`src/rtl/imem_loader_pkg.sv`:
```
// Shared types and helpers for the instruction-memory program loader.
// Holds the loader state encoding, the stream/word widths, and the
// byte-order and checksum helpers used by the loader FSM.
package imem_loader_pkg;

    localparam int BYTE_W = 8;
    localparam int WORD_W = 16;

    // Loader states, 3-bit encoding shared with anything that inspects the FSM.
    typedef enum logic [2:0] {
        LD_IDLE    = 3'd0,
        LD_LEN_HI  = 3'd1,
        LD_LEN_LO  = 3'd2,
        LD_DATA_HI = 3'd3,
        LD_DATA_LO = 3'd4,
        LD_CSUM    = 3'd5,
        LD_DONE    = 3'd6,
        LD_ERR     = 3'd7
    } ld_state_e;

    // Frame words arrive high byte first; this is the only place that order lives.
    function automatic logic [WORD_W-1:0] word_assemble(
        input logic [BYTE_W-1:0] first_byte,
        input logic [BYTE_W-1:0] second_byte
    );
        word_assemble = {first_byte, second_byte};
    endfunction

    // Running frame checksum: plain XOR of every accepted byte.
    function automatic logic [BYTE_W-1:0] csum_update(
        input logic [BYTE_W-1:0] csum,
        input logic [BYTE_W-1:0] data
    );
        csum_update = csum ^ data;
    endfunction

    // States in which the loader is willing to take a stream byte.
    function automatic logic state_accepts_byte(input ld_state_e st);
        case (st)
            LD_LEN_HI, LD_LEN_LO, LD_DATA_HI, LD_DATA_LO, LD_CSUM:
                state_accepts_byte = 1'b1;
            default:
                state_accepts_byte = 1'b0;
        endcase
    endfunction

endpackage

```
`src/rtl/imem_loader_if.sv`:
```
// Host byte-stream link into the program loader (valid/ready handshake).
// The host drives valid/byte; the loader answers with ready.
interface imem_loader_if;
    import imem_loader_pkg::*;

    logic              in_valid;
    logic [BYTE_W-1:0] in_byte;
    logic              in_ready;

    modport master (output in_valid, output in_byte, input in_ready);
    modport slave  (input in_valid, input in_byte, output in_ready);

endinterface

```
`src/rtl/imem_loader.sv`:
```
// Program loader: assembles a framed byte stream into 16-bit words, writes
// them sequentially into imem and keeps the processor in reset until a frame
// with a matching XOR checksum has been fully loaded.
module imem_loader
    import imem_loader_pkg::*;
#(
    parameter int ADDR_W    = 16,
    parameter int BASE_ADDR = 0,
    parameter int MAX_WORDS = 1024
) (
    input  logic              clk,
    input  logic              rst,
    input  logic              start,
    imem_loader_if.slave      lnk,
    output logic              imem_we,
    output logic [ADDR_W-1:0] imem_waddr,
    output logic [WORD_W-1:0] imem_wdata,
    output logic              cpu_hold,
    output logic              busy,
    output logic              done,
    output logic              err
);

    localparam logic [ADDR_W-1:0] BASE_A   = ADDR_W'(BASE_ADDR);
    localparam logic [16:0]       MAX_W_17 = 17'(MAX_WORDS);

    ld_state_e         state_r, state_s;
    logic [15:0]       len_r, len_s;
    logic [BYTE_W-1:0] hi_r, hi_s;
    logic [15:0]       count_r, count_s;
    logic [BYTE_W-1:0] csum_r, csum_s;
    logic              in_ready_r, in_ready_s;
    logic              imem_we_r, imem_we_s;
    logic [ADDR_W-1:0] imem_waddr_r, imem_waddr_s;
    logic [WORD_W-1:0] imem_wdata_r, imem_wdata_s;
    logic              cpu_hold_r, cpu_hold_s;
    logic              busy_r, busy_s;
    logic              done_r, done_s;
    logic              err_r, err_s;

    logic              accept_s;
    logic [15:0]       n_s;
    logic [15:0]       count_inc_s;

    assign accept_s    = lnk.in_valid & in_ready_r;
    assign n_s         = {len_r[15:8], lnk.in_byte};
    assign count_inc_s = count_r + 16'd1;

    assign lnk.in_ready = in_ready_r;
    assign imem_we      = imem_we_r;
    assign imem_waddr   = imem_waddr_r;
    assign imem_wdata   = imem_wdata_r;
    assign cpu_hold     = cpu_hold_r;
    assign busy         = busy_r;
    assign done         = done_r;
    assign err          = err_r;

    // Next-state and next-output logic for the frame parser.
    always_comb begin
        state_s      = state_r;
        len_s        = len_r;
        hi_s         = hi_r;
        count_s      = count_r;
        csum_s       = csum_r;
        imem_we_s    = 1'b0;
        imem_waddr_s = imem_waddr_r;
        imem_wdata_s = imem_wdata_r;
        cpu_hold_s   = cpu_hold_r;
        busy_s       = busy_r;
        done_s       = done_r;
        err_s        = err_r;

        case (state_r)
            LD_IDLE, LD_DONE, LD_ERR: begin
                if (start) begin
                    state_s    = LD_LEN_HI;
                    csum_s     = 8'h00;
                    count_s    = 16'd0;
                    done_s     = 1'b0;
                    err_s      = 1'b0;
                    busy_s     = 1'b1;
                    cpu_hold_s = 1'b1;
                end else begin
                    state_s = state_r;
                end
            end
            LD_LEN_HI: begin
                if (accept_s) begin
                    len_s   = {lnk.in_byte, 8'h00};
                    csum_s  = csum_update(csum_r, lnk.in_byte);
                    state_s = LD_LEN_LO;
                end else begin
                    state_s = state_r;
                end
            end
            LD_LEN_LO: begin
                if (accept_s) begin
                    len_s  = n_s;
                    csum_s = csum_update(csum_r, lnk.in_byte);
                    if ({1'b0, n_s} > MAX_W_17) begin
                        state_s    = LD_ERR;
                        busy_s     = 1'b0;
                        err_s      = 1'b1;
                        cpu_hold_s = 1'b1;
                    end else if (n_s == 16'd0) begin
                        state_s = LD_CSUM;
                    end else begin
                        state_s = LD_DATA_HI;
                    end
                end else begin
                    state_s = state_r;
                end
            end
            LD_DATA_HI: begin
                if (accept_s) begin
                    hi_s    = lnk.in_byte;
                    csum_s  = csum_update(csum_r, lnk.in_byte);
                    state_s = LD_DATA_LO;
                end else begin
                    state_s = state_r;
                end
            end
            LD_DATA_LO: begin
                if (accept_s) begin
                    csum_s       = csum_update(csum_r, lnk.in_byte);
                    imem_we_s    = 1'b1;
                    imem_wdata_s = word_assemble(hi_r, lnk.in_byte);
                    // Pre-increment count; address wraps at the write-port width.
                    imem_waddr_s = BASE_A + ADDR_W'(count_r);
                    count_s      = count_inc_s;
                    if (count_inc_s == len_r) begin
                        state_s = LD_CSUM;
                    end else begin
                        state_s = LD_DATA_HI;
                    end
                end else begin
                    state_s = state_r;
                end
            end
            LD_CSUM: begin
                if (accept_s) begin
                    busy_s = 1'b0;
                    if (lnk.in_byte == csum_r) begin
                        state_s    = LD_DONE;
                        done_s     = 1'b1;
                        cpu_hold_s = 1'b0;
                    end else begin
                        state_s    = LD_ERR;
                        err_s      = 1'b1;
                        cpu_hold_s = 1'b1;
                    end
                    csum_s = csum_update(csum_r, lnk.in_byte);
                end else begin
                    state_s = state_r;
                end
            end
            default: begin
                state_s = LD_IDLE;
            end
        endcase

        // Ready follows the state being entered, so it is a pure register output.
        in_ready_s = state_accepts_byte(state_s);
    end

    // State and registered-output update; async reset discards any partial frame.
    always_ff @(posedge clk or negedge rst) begin
        if (!rst) begin
            state_r      <= LD_IDLE;
            len_r        <= 16'd0;
            hi_r         <= 8'h00;
            count_r      <= 16'd0;
            csum_r       <= 8'h00;
            in_ready_r   <= 1'b0;
            imem_we_r    <= 1'b0;
            imem_waddr_r <= BASE_A;
            imem_wdata_r <= 16'h0000;
            cpu_hold_r   <= 1'b1;
            busy_r       <= 1'b0;
            done_r       <= 1'b0;
            err_r        <= 1'b0;
        end else begin
            state_r      <= state_s;
            len_r        <= len_s;
            hi_r         <= hi_s;
            count_r      <= count_s;
            csum_r       <= csum_s;
            in_ready_r   <= in_ready_s;
            imem_we_r    <= imem_we_s;
            imem_waddr_r <= imem_waddr_s;
            imem_wdata_r <= imem_wdata_s;
            cpu_hold_r   <= cpu_hold_s;
            busy_r       <= busy_s;
            done_r       <= done_s;
            err_r        <= err_s;
        end
    end

endmodule

```
`src/flat_wrapper.sv`:
```
// flat-port wrapper written by rule: the top's interface ports become plain ports
module imem_loader_flat import imem_loader_pkg::*;
#(
    parameter int ADDR_W    = 16,
    parameter int BASE_ADDR = 0,
    parameter int MAX_WORDS = 1024
)
  (clk, rst, start, imem_we, imem_waddr, imem_wdata, cpu_hold, busy, done, err, lnk_in_valid, lnk_in_byte, lnk_in_ready);
  imem_loader_if lnk_i ();
  input  logic clk;
  input  logic rst;
  input  logic start;
  output logic imem_we;
  output logic [ADDR_W-1:0] imem_waddr;
  output logic [WORD_W-1:0] imem_wdata;
  output logic cpu_hold;
  output logic busy;
  output logic done;
  output logic err;
  input wire logic [$bits(lnk_i.in_valid)-1:0] lnk_in_valid;
  input wire logic [$bits(lnk_i.in_byte)-1:0] lnk_in_byte;
  output wire logic [$bits(lnk_i.in_ready)-1:0] lnk_in_ready;
  assign lnk_i.in_valid = lnk_in_valid;
  assign lnk_i.in_byte = lnk_in_byte;
  assign lnk_in_ready = lnk_i.in_ready;
  imem_loader #(.ADDR_W(ADDR_W), .BASE_ADDR(BASE_ADDR), .MAX_WORDS(MAX_WORDS)) u_core (.clk(clk), .rst(rst), .start(start), .lnk(lnk_i), .imem_we(imem_we), .imem_waddr(imem_waddr), .imem_wdata(imem_wdata), .cpu_hold(cpu_hold), .busy(busy), .done(done), .err(err));
endmodule
```
`config.mk`:
```
export PLATFORM = sky130hd
export DESIGN_NAME = imem_loader_flat
export DESIGN_NICKNAME = d
export VERILOG_FILES = /design/src/rtl/imem_loader_pkg.sv /design/src/rtl/imem_loader_if.sv /design/src/rtl/imem_loader.sv /design/src/flat_wrapper.sv
export SDC_FILE = /design/constraint.sdc
export NUM_CORES = 1
export LEC_CHECK = 0
export CAP_MARGIN = 40
export CORE_MARGIN = 10
export CORE_UTILIZATION = 45
export DETAILED_ROUTE_END_ITERATION = 7
export PLACE_DENSITY = 0.66
export SLEW_MARGIN = 20
export SYNTH_ARGS = -nofsm -noshare
export SYNTH_HDL_FRONTEND = slang
export SYNTH_SLANG_ARGS = --single-unit
```
`constraint.sdc`:
```
create_clock -name clk -period 2.8 [get_ports clk]
set_clock_uncertainty 0.2 [all_clocks]
set_input_delay 0.28 -clock clk [delete_from_list [all_inputs] [get_ports clk]]
set_output_delay 0.28 -clock clk [all_outputs]
set_load 0.005 [all_outputs]
```
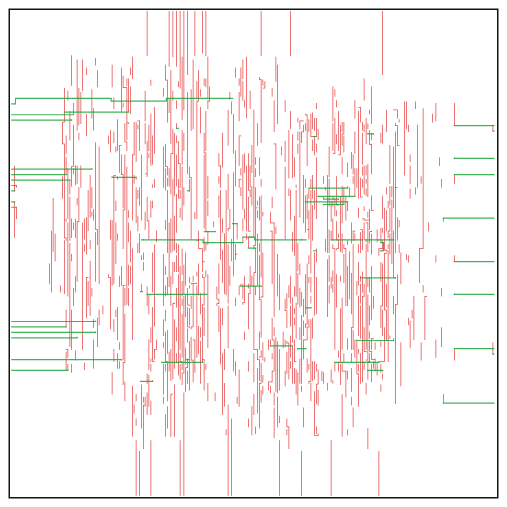
**Above:** run 1 (metal layers overlaid).
Drawn at 4 px/um. Only two layers are drawn.
| layer | color | wire length |
|---|---|---|
| M3 | green | 542 um |
| M2 | red | 5600 um |

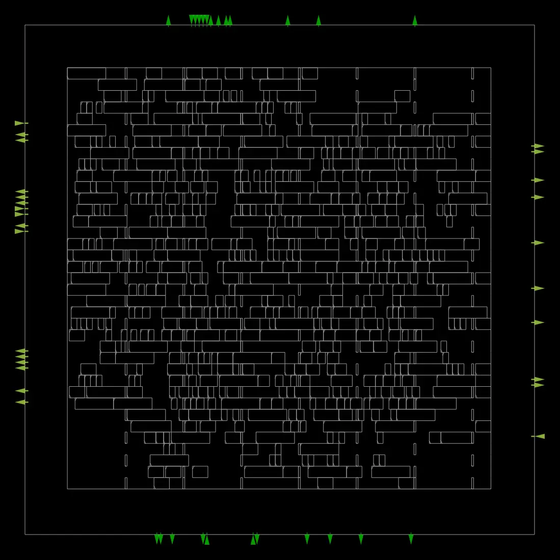
**Above:** run 1 (cell placement).
seq_cells: 89
Core Area: 0.0102 mm2
Seq/total area: 39.5%
filler-free cell count of the finished design: 718

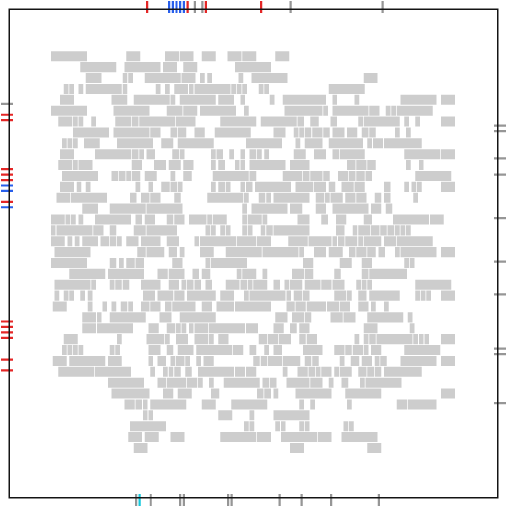
**Above:** run 1 (pin placement).
Drawn at 4 px/um. Pins as bars across the die edge, other pins in gray.
| port | color | pins | direction | edge |
|---|---|---|---|---|
| cpu_hold | cyan | 1 | output | south |
| imem_wdata | red | 16 | output | 12 west, 4 north |
| lnk_in_byte | blue | 8 | input | 5 north, 3 west |

==> CHANGELOG.md, run 1 <==
## Flow update

- Routed wl met2: 5600 um
- Leakage power: 2.52 nW
- Top comb family, area: simple AND/OR/NAND/NOR gates
- Setup crit end kind: register
- Clock-cell share: 3.70%
- TAP cells: 136
- Critical path class: reg2reg
- Final setup viols: 0
- Most area-hungry cell type in the Yosys netlist: dfrtp_1
- Grt met1 use: about a fifth
- Crit path cell chain: ha_1, xor2_1, or4b_4, nor4_2, nand4_1, a22oi_2, mux2i_1
- Status: complete, no violations
- Comb_multi_in: 384
- DRT Pass-1 Iters: 5
- Layout net count: between 500 and 600
- Setup slack after layout: 144 ps
- Crit path max fanout: 6
- Routability Congestion: 0.837
- RSZ-0062 raised after global routing: no
- WL met3: 542 um
- Commonest non-fill, non-tap cells in the layout: nand2_1 (158), dfrtp_1 (84), clkdlybuf4s50_1 (48)
- Synthesized Nets: ~530
- Min Hold Slack: 270 ps
- Initial antenna violation count: 0
- Postcts setup bufs: 0
- Worst vdd ir: 444 uV
- Seq share, synth: 47.9%
- Clock buffer count: 9
- Worst Hold Class: reg2reg
- Layout fillers: 936
- Top-count cell post-synth: nand2_1
- Residual DRC: 0
- Total Negative Setup Slacks: 0 ps
- Crit-path slowest cell: or4b_4
- Largest class: combinational gates
- Critical path's top delay family: simple AND/OR/NAND/NOR gates
- Adder Share, Synth: 0.269%
- # Cells Yosys: 520
[run 1: path summary, 6_finish.rpt]
| kind | end | slack (ps) | depth (start not counted) |
|---|---|---|---|
| setup / recovery | u_core.lnk.in_ready | 140 | 7 |
| hold / removal | u_core.cpu_hold | 270 | 2 |
| setup reg to reg | u_core.lnk.in_ready | 140 | 7 |
| hold reg to reg | u_core.cpu_hold | 270 | 2 |
| max in group asynchronous | u_core.cpu_hold | 1700 | 3 |
| min in group asynchronous | u_core.count_r[12] | 290 | 3 |
[run 1: report_power, final]
group | internal (W) | total (W) | switching (W)
logic | 0.000806 | 0.00167 | 0.000863
clock network | 0.000430 | 0.000951 | 0.000521
registers | 0.00164 | 0.00192 | 0.000273
total | 0.00288 | 0.00454 | 0.00166
**Run 1: nets reached from selected ports**

Drawn at 2 px/um.
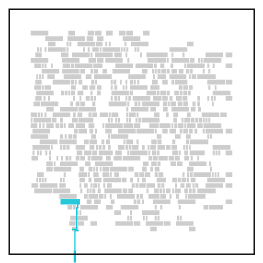

==> inputs of run 2 (changes only) <==
Settings changed: CORE_MARGIN 10 to 2, SKIP_LAST_GASP from default to 1.
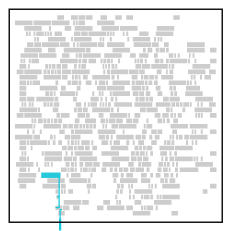
**Above:** run 2 (nets reached from selected ports).
Drawn at 2 px/um.
| port | color | bits | direction | end cells | buffers | wire |
|---|---|---|---|---|---|---|
| cpu_hold | cyan | 1 | output | 1 | 1 | 24.7 um |

==> CHANGELOG.md, run 2 <==
## Flow update

- RR Endpoint: u_core.lnk.in_ready
- Worst hold stages: 2
- Layout fillers: about 940
- Seq share, synth: 47.9%
- Setup crit end kind: register
- Cell internal pwr: 0.00289 W
- Synthesized Nets: 533
- Critical path class: reg2reg
- Status: complete, no violations
- Top comb family, area: simple AND/OR/NAND/NOR gates
- Clock buffer count: 10
- Setup crit end: u_core.lnk.in_ready
- Total Negative Setup Slacks: 0 ps
- Leakage power: about 2.5 nW
- Routability Congestion: 0.855
- NetSw: between 0.0015 and 0.002 W
- Seq_cells: 89
- Setup slack after layout: around 110 ps
- Comb_multi_in: 384
- TAP cells: 136
- RSZ-0062 raised after global routing: no
- Worst Hold Class: reg2reg
- Logic pwr share: about 37%
- # Cells Yosys: between 500 and 600
- Flop pwr share: 42.6%
- Clock-cell share: under 10%
- Commonest non-fill, non-tap cells in the layout: nand2_1 (158), dfrtp_1 (87), clkdlybuf4s50_1 (48)
- Grt met1 use: 27.0%
- Initial antenna violation count: 0
- Adder Share, Synth: 0.269%
- Most area-hungry cell type in the Yosys netlist: dfrtp_1
- Largest class: combinational gates
- Worst R2R Setup Slack: roughly 110 ps
- Residual DRC: 0
- Layout net count: 590
- Final setup viols: 0
- Core Area: 0.0102 mm2
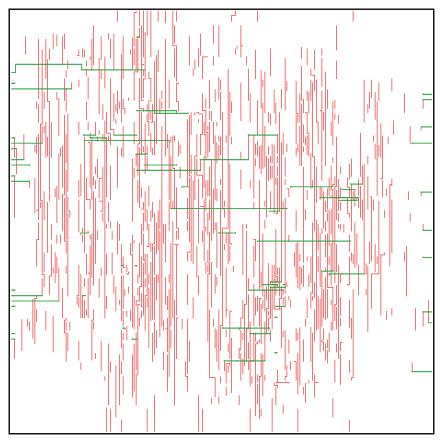
**Above:** run 2 (metal layers overlaid).
Drawn at 4 px/um. Only two layers are drawn.
| layer | color | wire length |
|---|---|---|
| M3 | green | 376 um |
| M2 | red | 5490 um |

==> run 2: cell counts after synthesis <==
Identical to the previous run, type by type.
==> run 2: worst max-delay path, cell delays in order, from the launching register on <==
cell and delay [ps]:
dfrtp_1 430, ha_1 320, xor2_1 170, or4b_4 530
nor4_2 290, nand4_1 210, a22oi_2 270, mux2i_1 210
==> run 2: power by group through the flow <==
| stage | clock network [W] | logic [W] | registers [W] |
|---|---|---|---|
| final | 0.000926 | 0.00166 | 0.00192 |
| after global routing | 0.00100 | 0.00185 | 0.00197 |
| after CTS | 0.000940 | 0.00165 | 0.00192 |
| after detailed placement | 0 | 0.00164 | 0.00194 |
| after global placement | 0 | 0.00160 | 0.00193 |
| after floorplan | 0 | 0.00105 | 0.00189 |
Power figures rest on the tool's default switching activity, not on a simulated workload.
